**config.mk**
```make
export PLATFORM = sky130hd
export DESIGN_NAME = hs_sink_counter
export DESIGN_NICKNAME = d
export VERILOG_FILES = /design/src/rtl/hs_sink_counter.sv
export SDC_FILE = /design/constraint.sdc
export NUM_CORES = 1
export LEC_CHECK = 0
export ABC_AREA = 0
export CORE_MARGIN = 2
export CORE_UTILIZATION = 35
export CTS_CLUSTER_SIZE = 24
export DETAILED_ROUTE_END_ITERATION = 10
export SLEW_MARGIN = 20
export SYNTH_ARGS = -nofsm -noshare
export SYNTH_HDL_FRONTEND = slang
export SYNTH_SLANG_ARGS = --single-unit
export TNS_END_PERCENT = 10
```
**constraint.sdc**
```tcl
create_clock -name clk -period 1.5 [get_ports clk]
set_input_delay 0.375 -clock clk [delete_from_list [all_inputs] [get_ports clk]]
set_output_delay 0.375 -clock clk [all_outputs]
set_load 0.01 [all_outputs]
```
**src/rtl/hs_sink_counter.sv**
```systemverilog
// Clocked 4-phase handshake sink that terminates the self-timed counter chain and counts handshakes.
// Optional protocol checking (sticky err on a withdrawn request) is enabled by defining HS_SINK_PROTOCOL_CHECK_EN.
module hs_sink_counter #(
  parameter int CNT_W       = 16,
  parameter int SYNC_STAGES = 2,
  parameter int ACK_DELAY   = 2
) (
  input  logic             clk,
  input  logic             reset,
  input  logic             req_in,
  output logic             ack_out,
  input  logic             enable,
  input  logic             clr,
  output logic [CNT_W-1:0] count,
  output logic             wrap,
  output logic             busy,
  output logic             err
);

  // 4-phase handshake: the sink raises ack_out only after seeing req high,
  // holds it until req is seen low, then drops it; that drop completes one handshake.
  typedef enum logic [1:0] {
    ST_IDLE  = 2'd0,
    ST_DELAY = 2'd1,
    ST_ACK   = 2'd2
  } state_t;

  localparam logic [3:0] DLY_LAST = 4'((ACK_DELAY > 0) ? ACK_DELAY - 1 : 0);

  state_t                 state;
  logic [SYNC_STAGES-1:0] sync_q;
  logic                   req_s;
  logic [3:0]             dly_cnt;

  assign req_s = sync_q[SYNC_STAGES-1];
  assign busy  = (state != ST_IDLE);

  always_ff @(posedge clk or posedge reset) begin
    if (reset) begin
      state   <= ST_IDLE;
      sync_q  <= '0;
      dly_cnt <= '0;
      ack_out <= 1'b0;
      count   <= '0;
      wrap    <= 1'b0;
`ifdef HS_SINK_PROTOCOL_CHECK_EN
      err     <= 1'b0;
`endif
    end else begin
      sync_q <= {sync_q[SYNC_STAGES-2:0], req_in};
      wrap   <= 1'b0;
      if (clr) begin
        count <= '0;
      end
      case (state)
        ST_IDLE: begin
          if (req_s && enable) begin
            if (ACK_DELAY == 0) begin
              state   <= ST_ACK;
              ack_out <= 1'b1;
            end else begin
              state   <= ST_DELAY;
              dly_cnt <= '0;
            end
          end
        end
        ST_DELAY: begin
`ifdef HS_SINK_PROTOCOL_CHECK_EN
          if (!req_s) begin
            err   <= 1'b1;
            state <= ST_IDLE;
          end else
`endif
          if (dly_cnt == DLY_LAST) begin
            state   <= ST_ACK;
            ack_out <= 1'b1;
          end else begin
            dly_cnt <= dly_cnt + 4'd1;
          end
        end
        ST_ACK: begin
          if (!req_s) begin
            ack_out <= 1'b0;
            state   <= ST_IDLE;
            // clr on the completing edge takes priority over the increment
            if (!clr) begin
              count <= count + 1'b1;
              wrap  <= &count;
            end
          end
        end
        default: begin
          state   <= ST_IDLE;
          ack_out <= 1'b0;
        end
      endcase
    end
  end

`ifndef HS_SINK_PROTOCOL_CHECK_EN
  assign err = 1'b0;
`endif

endmodule

```
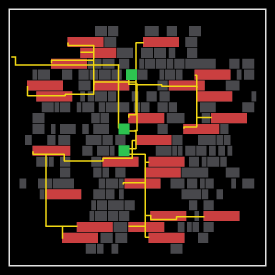
run_1/clock_map.png
Scale: 4 px per um.
Key: cells driving clock nets = green [count 3]; flip-flops = red [count 26]; clock wires = yellow [length 313 um]
There are 4 routed clock nets.
relative contribution of the clock network to total power: 18.4%
clock latency on the worst-skew pair: 310 ps

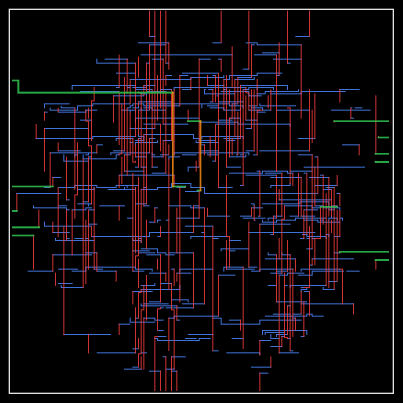
run_1/metal_stack.png
Scale: 6 px per um.
Key: met3 = green [wire length 75.9 um]; met2 = red [wire length 1,500 um]; met1 = blue [wire length 1,230 um]; met4 = orange [wire length 27.2 um]
final routed wire length divided by cell count: 12.5 um
vias post-DR: 1,083
total wire length after detailed routing: 2.83 mm
Tot GR Track Use: 15.7%

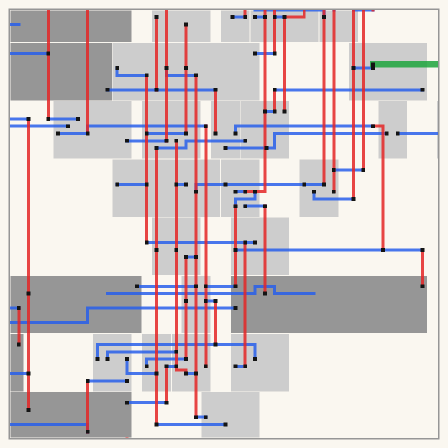
run_1/zoom.png
Window x 38 to 58, y 6 to 26 um. Cells in gray, sequential cells in the stronger gray; small squares are vias.
Key: met2 = red; met1 = blue; met3 = green
27 logic cells have their middle in the window. Netlist names of flops here include `state` (2). Sequential cells in the window: 5. Most frequent: dfrtp_1 (5), buf_4 (5), o21ai_0 (4).

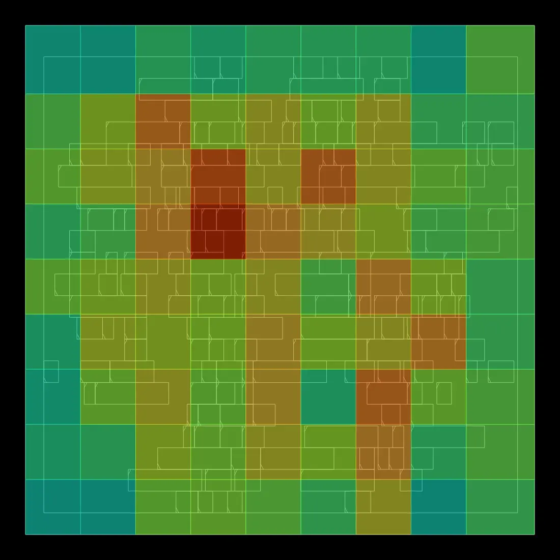
run_1/final_congestion.png
met1 GRT Util: 18.2%
routing layer with the top usage in global route: met2
final core area utilization: 53.8%
GR Util met2: 29.6%

==> qor_table.md, run 1 <==
| Metric | Value | Unit |
| --- | --- | --- |
| Result of the run | finished, violations left | - |
| Failing checks | negative setup slack | - |
| Die Span Y | 63.8 | um |
| Mi-comb count | 87 | - |
| Remaining routing DRC violations | 0 | - |
| Compound-Gate Fraction of Synth Area | 9.21 | % |
| Area of all sequential standard cells | 652 | um^2 |
| Clk cell area share | 1.44 | % |
| Area overhead of the layout relative to synthesis | 45.8 | % |
| Final-report hold violation count | 0 | - |
| Clk root buf | sky130_fd_sc_hd__clkbuf_4 | - |
| Number of placed I/O pins | 25 | - |
| Adder-Cell Fraction of Synth Area | 3.00 | % |
| Most used cells in the layout excluding fill and tap cells | sky130_fd_sc_hd__buf_4, sky130_fd_sc_hd__dfrtp_1, sky130_fd_sc_hd__dlygate4sd2_1 | - |
| Register fraction of the total cell area | 35.8 | % |
| Number of global-route vias before repair | 1,154 | - |
| Final-layout setup total negative slack | -258 | ps |
| Count of clock buffers in the final design | 4 | - |
| WHS Endpoint | sync_q[1] | - |
| Number of cells in the yosys synthesis report | 122 | - |
| TritonCTS clock tree | yes | - |
| Repair and plain buffers | 58 | - |
| Length in cells of the worst reg-to-reg path | 6 | - |
| Global-route wire length before repair | 5.07 | mm |
| Buffers added on ports | 23 | - |
| Most popular library cell in the synthesized design by count | sky130_fd_sc_hd__dfrtp_1 | - |
| Core Area | 3390 | um^2 |
| Placed wire-length estimate | 2.04 | mm |
| Final Skew | 0.771 | ps |
| Capturing element type of the critical path | flip-flop | - |
| Number of non-clock inverters in the layout | 5 | - |
| Die ar. | 4070 | um^2 |
| Sum of internal, switching and leakage power | 1.66 | mW |
| Largest fanout of any net on the critical path | 7 | - |
| Tally of max-capacitance violations | 0 | - |
| Cell total after placement | 208 | - |
| Period minus WS final | 1620 | ps |
| Antenna diode count | 0 | - |
| Antenna-violating nets left | 0 | - |
| Final weighted congestion in routability-driven placement | 0.742 | - |
| Post-synth top area cell | sky130_fd_sc_hd__dfrtp_1 | - |
| Seq Cell Count | 26 | - |
| Combined area of the multi-input logic cells | 611 | um^2 |
| Dominant class by area | flip-flops and latches | - |
| Number of buffers created by CTS | 3 | - |
| Tap cell instance count | 46 | - |
| Via density per instance | 4.79 | - |
| Count of instances resized after the clock tree is built | 29 | - |
| Synth flops | 26 | - |
| DR iter-0 viols | 46 | - |
| Post-synth net total | 130 | - |
| Power per Cell Area | 908 | nW/um^2 |
| Initial antenna violation count | 0 | - |
| Worst Setup Slack, final | -121 | ps |
| Effective utilization at floorplan | 36.9 | % |
| Fraction of met3 tracks used by global routing | 2.64 | % |
| FMAX | 617 | MHz |
| Launch instance of the worst min-delay path | sync_q[0] | - |
| Longest Clk Path Bufs | 2 | - |
| Worst hold slack | 366 | ps |
| Number of H-tree branching levels | 1 | - |
| Tool warning count | 30 | - |
| Horiz. Die Dim | 63.8 | um |
| Worst hold stages | 0 | - |
| Count of final setup violators | 4 | - |
| Count of hold buffers inserted by post-cts repair | 0 | - |
| Largest family of logic cells by area | simple AND/OR/NAND/NOR gates | - |
| CP max stage cell | sky130_fd_sc_hd__or4_1 | - |
| Cell class contributing the biggest share of worst-path delay | simple AND/OR/NAND/NOR gates | - |
| Simple Share, Synth | 23.0 | % |
run 1: worst max path at each step:
stage	slack, ps	cells after the start	end	startpoint
after floorplan	-40	5	count[14]	count[1]
after global placement	-190	4	dly_cnt[1]	enable
after detailed placement	-220	4	dly_cnt[1]	enable
after CTS	-100	6	count[14]	state[0]
after global routing	-200	6	count[14]	state[0]
final	-120	6	count[14]	state[0]
run 1: layer usage:
layer	up-vias	wire length (um)
met5	-	0
met4	0	27
met1	521	1230
met2	15	1500
li1	543	-
met3	4	75
run 1: sequential cells by signal (all words and copies together) (netlist names):
name and cells:
ack_out 1, count 16, dly_cnt 4, state 2
sync_q 2, wrap 1
run 1: where the power goes:
group	total, mW	switching, mW	internal (mW)
combinational	0.536	0.257	0.278
clock	0.304	0.200	0.104
sequential	0.816	0.0438	0.772
==> inputs of run 2 (changes only) <==
Clock period 1.5 ns to 1.3 ns, I/O delays scaled along.
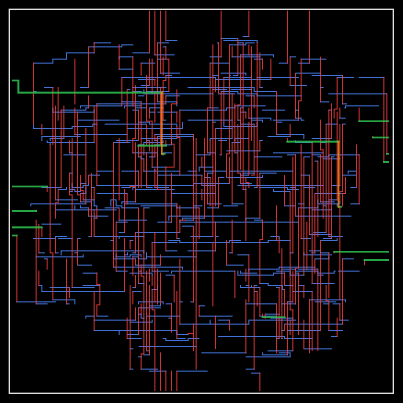
run_2/metal_stack.png
Scale: 6 px per um.
Key: met4 = orange [wire length 21.1 um]; met2 = red [wire length 1,930 um]; met3 = green [wire length 80.5 um]; met1 = blue [wire length 1,370 um]
vias post-DR: 1,194
final routed wire length divided by cell count: 13.9 um
Tot GR Track Use: 18.4%

==> run 2 against run 1 <==
Effect of this change:
- the run still ends with negative setup slack left
- clock power is about 20% higher
- wire length increased by 20%
- synthesized cell count is the same
- power grew 33%
- global-route usage is 2.7 points higher
- final cell count is 8.4% higher
- clock skew increased by 2.4 ps
- largest power group unchanged
- first-iteration DRC count decreased by 48%
- register-to-register slack worse by 220 ps
==> qor_table.md, run 2 <==
| Metric | Value | Unit |
| --- | --- | --- |
| Yosys synthesis warning count | 0 | - |
| Area overhead of the layout relative to synthesis | 67.7 | % |
| TritonCTS clock tree | yes | - |
| Worst endpoint required time | 1520 | ps |
| Buffers added on ports | 23 | - |
| RSZ-0062 raised after global routing | yes | - |
| Horiz. Die Dim | 63.8 | um |
| Cell area after layout | 2100 | um^2 |
| Routing layer with the top usage in global route | met2 | - |
| Number of cells in the yosys synthesis report | 122 | - |
| Routed length on met3 | 80 | um |
| Worst Setup Slack, final | -339 | ps |
| Number of H-tree branching levels | 1 | - |
| Final core area utilization | 61.8 | % |
| Final Cycle Share | 126 | % |
| Worst setup path start | state[0] | - |
| Fraction of met3 tracks used by global routing | 2.46 | % |
| Post-synthesis chip area from yosys | 1250 | um^2 |
| Cell total after placement | 225 | - |
| Die ar. | 4070 | um^2 |
| DR iter-0 viols | 24 | - |
| Post-layout nets | 208 | - |
| CP max stage cell | sky130_fd_sc_hd__dfrtp_2 | - |
| Core Area | 3390 | um^2 |
| Final-layout setup total negative slack | -4750 | ps |
| Capturing element type of the critical path | flip-flop | - |
| Number of placed I/O pins | 25 | - |
| Tool warning count | 30 | - |
| Placed wire-length estimate | 2.33 | mm |
| Met2 wire len | 1.93 | mm |
| Failing checks | negative setup slack | - |
| Length in cells of the worst reg-to-reg path | 7 | - |
| Die Span Y | 63.8 | um |
| Antenna diode count | 0 | - |
| Maximum resistive drop on vdd | 0.496 | mV |
| Total wire length after detailed routing | 3.40 | mm |
| Effective utilization at floorplan | 36.9 | % |
| Result of the run | finished, violations left | - |
| Data arrival time of the critical path | 1860 | ps |
| Top cell excl fill/tap | sky130_fd_sc_hd__buf_4 | - |
| Most popular library cell in the synthesized design by count | sky130_fd_sc_hd__dfrtp_1 | - |
| Largest Register | count | - |
| Clock latency on the worst-skew pair | 320 | ps |
| Max FFs per register | 16 | - |
| Final-report hold violation count | 0 | - |
| Max Used Layer | met4 | - |
| Post-synthesis share of cell area spent on xor and xnor gates | 6.31 | % |
| Tally of max-capacitance violations | 0 | - |
| Final Skew | 3.19 | ps |
| Sum of internal, switching and leakage power | 2.20 | mW |
| Clk root buf | sky130_fd_sc_hd__clkbuf_4 | - |
| Met1 GRT Util | 21.0 | % |
| Number of buffers created by CTS | 3 | - |
| Cell class contributing the biggest share of worst-path delay | flip-flops | - |
| Number of global-route vias before repair | 1,314 | - |
| Antenna-violating nets left | 0 | - |
| Largest fanout of any net on the critical path | 3 | - |
| Worst Setup Slack post-DPL | -383 | ps |
| Post-synth top area cell | sky130_fd_sc_hd__dfrtp_1 | - |
| Remaining routing DRC violations | 0 | - |
| Cells traversed along the worst timing path | buf_6, nor3b_4, nand2_4, buf_4, buf_4, o31ai_2, a21oi_1 | - |
| Largest family of logic cells by area | simple AND/OR/NAND/NOR gates | - |
| Post-synth net total | 130 | - |
| Count of final setup violators | 26 | - |
| Capturing element of the worst setup path | count[14] | - |
| Power per Cell Area | 1050 | nW/um^2 |
| Detailed-routing wirelength on met1 | 1.37 | mm |
| Fraction of registers with async set/reset | 100 | % |
| Simple Share, Synth | 23.0 | % |
| Compound-Gate Fraction of Synth Area | 9.21 | % |
| Period minus WS final | 1640 | ps |
| GR Util met2 | 35.8 | % |
| Longest Clk Path Bufs | 2 | - |
| Register-to-register path setup slack | -340 | ps |
| Adder-Cell Fraction of Synth Area | 3.00 | % |
| Global-route wire length before repair | 5.91 | mm |
| Cell depth of the worst setup path | 7 | - |
| Top flop regs | count x16, dly_cnt x4 | - |
| FMAX | 610 | MHz |
| Worst hold slack | 320 | ps |
| Row count | 21 | - |
| Most used cells in the layout excluding fill and tap cells | sky130_fd_sc_hd__buf_4, sky130_fd_sc_hd__dfrtp_1, sky130_fd_sc_hd__buf_6 | - |
| Synth flops | 26 | - |
| Commonest cells post-synth | sky130_fd_sc_hd__dfrtp_1, sky130_fd_sc_hd__nor2_1, sky130_fd_sc_hd__a21oi_1 | - |
| Initial antenna violation count | 0 | - |
| Final weighted congestion in routability-driven placement | 0.758 | - |
| Via density per instance | 4.87 | - |
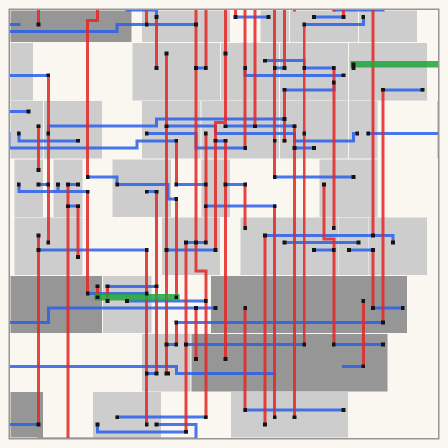
run_2/zoom.png
Window x 38 to 58, y 6 to 26 um. Cells in gray, sequential cells in the stronger gray; small squares are vias.
Key: met3 = green; met1 = blue; met2 = red
31 logic cells have their middle in the window. Most frequent: buf_4 (7). Sequential cells in the window: 3. Netlist names of flops here include `dly_cnt` (2), `state` (1).

[run 2: layout make-up]
class / instances / area [um^2]
Sequential cell: 26 / 653
Tap cell: 46 / 57.6
Multi-Input combinational cell: 87 / 678
Timing Repair Buffer: 77 / 662
Inverter: 5 / 18.8
Clock buffer: 4 / 26.3
Fill cell: 285 / 1290
[run 2: where the power goes]
| part | leakage [nW] | internal, mW | switching (mW) |
|---|---|---|---|
| sequential | 0.348 | 0.893 | 0.0624 |
| combinational | 0.657 | 0.496 | 0.389 |
| clock | 0.0150 | 0.120 | 0.245 |
| total | 1.02 | 1.51 | 0.696 |
[run 2: what timing repair did]
item,4_1_cts,5_1_grt
pin swaps,15,4
setup buffers,16,0
hold buffers,0,0
endpoints found under the hold margin,0,0
resized,98,18
setup endpoints to repair,41,37
==> inputs of run 3 (changes only) <==
--- a/config.mk
+++ b/config.mk
@@ -8,3 +8,2 @@
 export ABC_AREA = 0
-export CORE_MARGIN = 2
 export CORE_UTILIZATION = 35
@@ -12,2 +11,3 @@
 export DETAILED_ROUTE_END_ITERATION = 10
+export GPL_TIMING_DRIVEN = 0
 export SLEW_MARGIN = 20
--- a/constraint.sdc
+++ b/constraint.sdc
@@ -3,2 +3,2 @@
 set_output_delay 0.325 -clock clk [all_outputs]
-set_load 0.01 [all_outputs]
+set_load 0.05 [all_outputs]
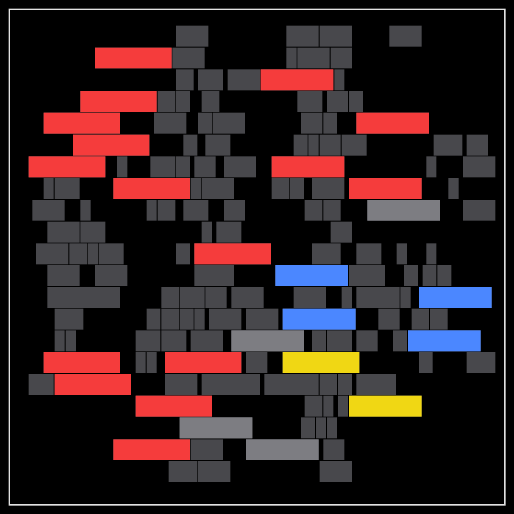
run_3/registers.png
Scale: 8 px per um.
Key: `dly_cnt` = blue [flops 4, where east]; `state` = yellow [flops 2]; `count` = red [flops 16]
Another 4 sequential cells are not colored.
register fraction of the total cell area: 38.7%
final core area utilization: 50.8%
area of all sequential standard cells: 667 um^2
flip-flop and latch power: 994 uW

==> run 3 against run 2 <==
Effect of this change:
- the flow still finishes with violations (negative setup slack)
- wire length decreased by 23%
- power shrank 6.2%
- clock-buffer cell count is the same
- synthesized cell count unchanged
- utilization shrank 11 points
- combinational power is 25% lower
- flip-flop count did not move
- setup slack gained 94 ps
- clock power up 12%
- global-route usage is 3.3 points lower
- maximum frequency grew 6.1%
- critical path type unchanged
- critical endpoint unchanged
- largest power group unchanged
==> qor_table.md, run 3 <==
| Metric | Value | Unit |
| --- | --- | --- |
| Antenna-violating nets left | 0 | - |
| Clk cell area share | 2.11 | % |
| Count of hold buffers inserted by post-cts repair | 0 | - |
| Tally of max-capacitance violations | 0 | - |
| Commonest cells post-synth | sky130_fd_sc_hd__dfrtp_1, sky130_fd_sc_hd__nor2_1, sky130_fd_sc_hd__a21oi_1 | - |
| Largest fanout of any net on the critical path | 8 | - |
| Capturing element of the worst setup path | count[14] | - |
| Met1 GRT Util | 18.5 | % |
| Multi-input gate share of the layout cell area | 36.7 | % |
| Number of non-clock inverters in the layout | 5 | - |
| Post-layout nets | 162 | - |
| Yosys synthesis warning count | 0 | - |
| Placed wire-length estimate | 1.85 | mm |
| Most popular library cell in the synthesized design by count | sky130_fd_sc_hd__dfrtp_1 | - |
| Routed length on met3 | 67 | um |
| Clock network power | 408 | uW |
| Layout filler cell count | 311 | - |
| Number of buffers created by CTS | 3 | - |
| Max Used Layer | met4 | - |
| Seq Cell Count | 26 | - |
| Final-report hold violation count | 0 | - |
| Register-to-register path setup slack | -250 | ps |
| Power Internal | 1.35 | mW |
| Worst hold slack | 378 | ps |
| Clk root buf | sky130_fd_sc_hd__clkbuf_4 | - |
| Total wire length after detailed routing | 2.62 | mm |
| Core Area | 3390 | um^2 |
| Clock latency on the worst-skew pair | 320 | ps |
| Via density per instance | 5.05 | - |
| Antenna diode count | 0 | - |
| Repair and plain buffers | 31 | - |
| FMAX | 647 | MHz |
| Vias post-DR | 1,004 | - |
| Final-layout non-clock buffer area share | 18.1 | % |
| Tool warning count | 30 | - |
| Count of final setup violators | 26 | - |
| Worst Setup Slack, final | -245 | ps |
| Cell area after layout | 1720 | um^2 |
| Failing checks | negative setup slack | - |
| Result of the run | finished, violations left | - |
| Die Span Y | 61.8 | um |
| TritonCTS clock tree | yes | - |
| Final Skew | 5.49 | ps |
| Worst hold stages | 2 | - |
| Synth flops | 26 | - |
| Final Cycle Share | 119 | % |
| Power in combinational cells | 665 | uW |
| RSZ-0062 raised after global routing | yes | - |
| Number of global-route vias before repair | 983 | - |
| Die ar. | 3810 | um^2 |
| Sum of internal, switching and leakage power | 2.07 | mW |
| Dominant class by area | flip-flops and latches | - |
| Worst Setup Slack post-DPL | -405 | ps |
| Post-synthesis chip area from yosys | 1250 | um^2 |
| Top cell excl fill/tap | sky130_fd_sc_hd__buf_6 | - |
| Relative contribution of the clock network to total power | 19.8 | % |
| Horiz. Die Dim | 61.8 | um |
| Power per Cell Area | 1200 | nW/um^2 |
| Period minus WS final | 1550 | ps |
| Net Sw Frac | 34.7 | % |
| Capturing element type of the critical path | flip-flop | - |
| Tot GR Track Use | 15.2 | % |
| P_sw | 717 | uW |
| DR iter-0 viols | 35 | - |
| Row count | 21 | - |
| Launch instance of the worst min-delay path | clr | - |
| Top contributor to total power | sequential cells | - |
| Largest Register | count | - |
| Maximum resistive drop on vdd | 0.705 | mV |
| Final routed wire length divided by cell count | 13.2 | um |
| Met2 wire len | 1.38 | mm |
| Final-layout setup total negative slack | -3230 | ps |
| WHS Endpoint | count[15] | - |
| Fraction of registers with async set/reset | 100 | % |
| Top flop regs | count x16, dly_cnt x4 | - |
| Fraction of met3 tracks used by global routing | 2.90 | % |
| Data arrival time of the critical path | 1810 | ps |
| Most used cells in the layout excluding fill and tap cells | sky130_fd_sc_hd__buf_6, sky130_fd_sc_hd__nor2_1, sky130_fd_sc_hd__dfrtp_1, sky130_fd_sc_hd__dfrtp_2, sky130_fd_sc_hd__xor2_1 | - |
| Number of H-tree branching levels | 1 | - |
| Initial antenna violation count | 0 | - |
| Buffers inserted by post-CTS timing repair | 4 | - |
| Number of cells in the yosys synthesis report | 122 | - |
| Max FFs per register | 16 | - |
| Final weighted congestion in routability-driven placement | 0.756 | - |
| Number of placed I/O pins | 25 | - |
| Count of clock buffers in the final design | 4 | - |
| Mi-comb count | 87 | - |
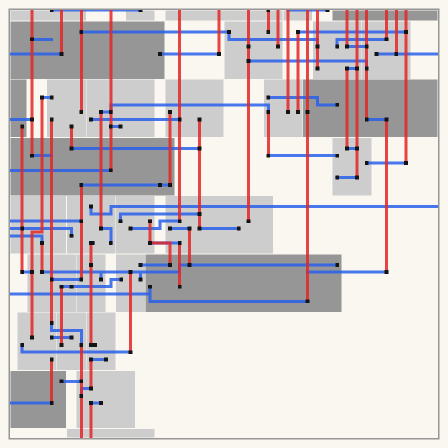
run_3/zoom.png
Window x 36 to 56, y 5 to 25 um. Cells in gray, sequential cells in the stronger gray; small squares are vias.
Key: met1 = blue; met2 = red
22 logic cells have their middle in the window. Most frequent: a21oi_1 (3), dfrtp_1 (3). Netlist names of flops here include `dly_cnt` (2), `state` (2). Sequential cells in the window: 4.

-- run 3: cell counts after synthesis --
No cell type changed its count.
-- run 3: critical path, stage by stage (launching register included) --
cell and delay, ps:
sky130_fd_sc_hd__dfrtp_2 460, sky130_fd_sc_hd__nor3b_4 250, sky130_fd_sc_hd__buf_6 150, sky130_fd_sc_hd__nand2_8 60, sky130_fd_sc_hd__or4_4 420, sky130_fd_sc_hd__a21oi_2 140
-- run 3: metrics by stage --
step	instances	utilization, %
after floorplan	122	-
after global placement	190	46.3
after detailed placement	190	46.3
after CTS	198	49.2
after global routing	199	50.8
final	199	50.8
-- run 3: kinds of logic after synthesis --
logic type | share of synthesized area (%)
fa+ha+maj | 3.00
buf+inv | 3.60
other cells | 0.300
mux | 2.50
flops | 52.1
compound gates | 9.21
xor+xnor | 6.31
simple gates | 23.0
Power and IR drop assume default switching activity.
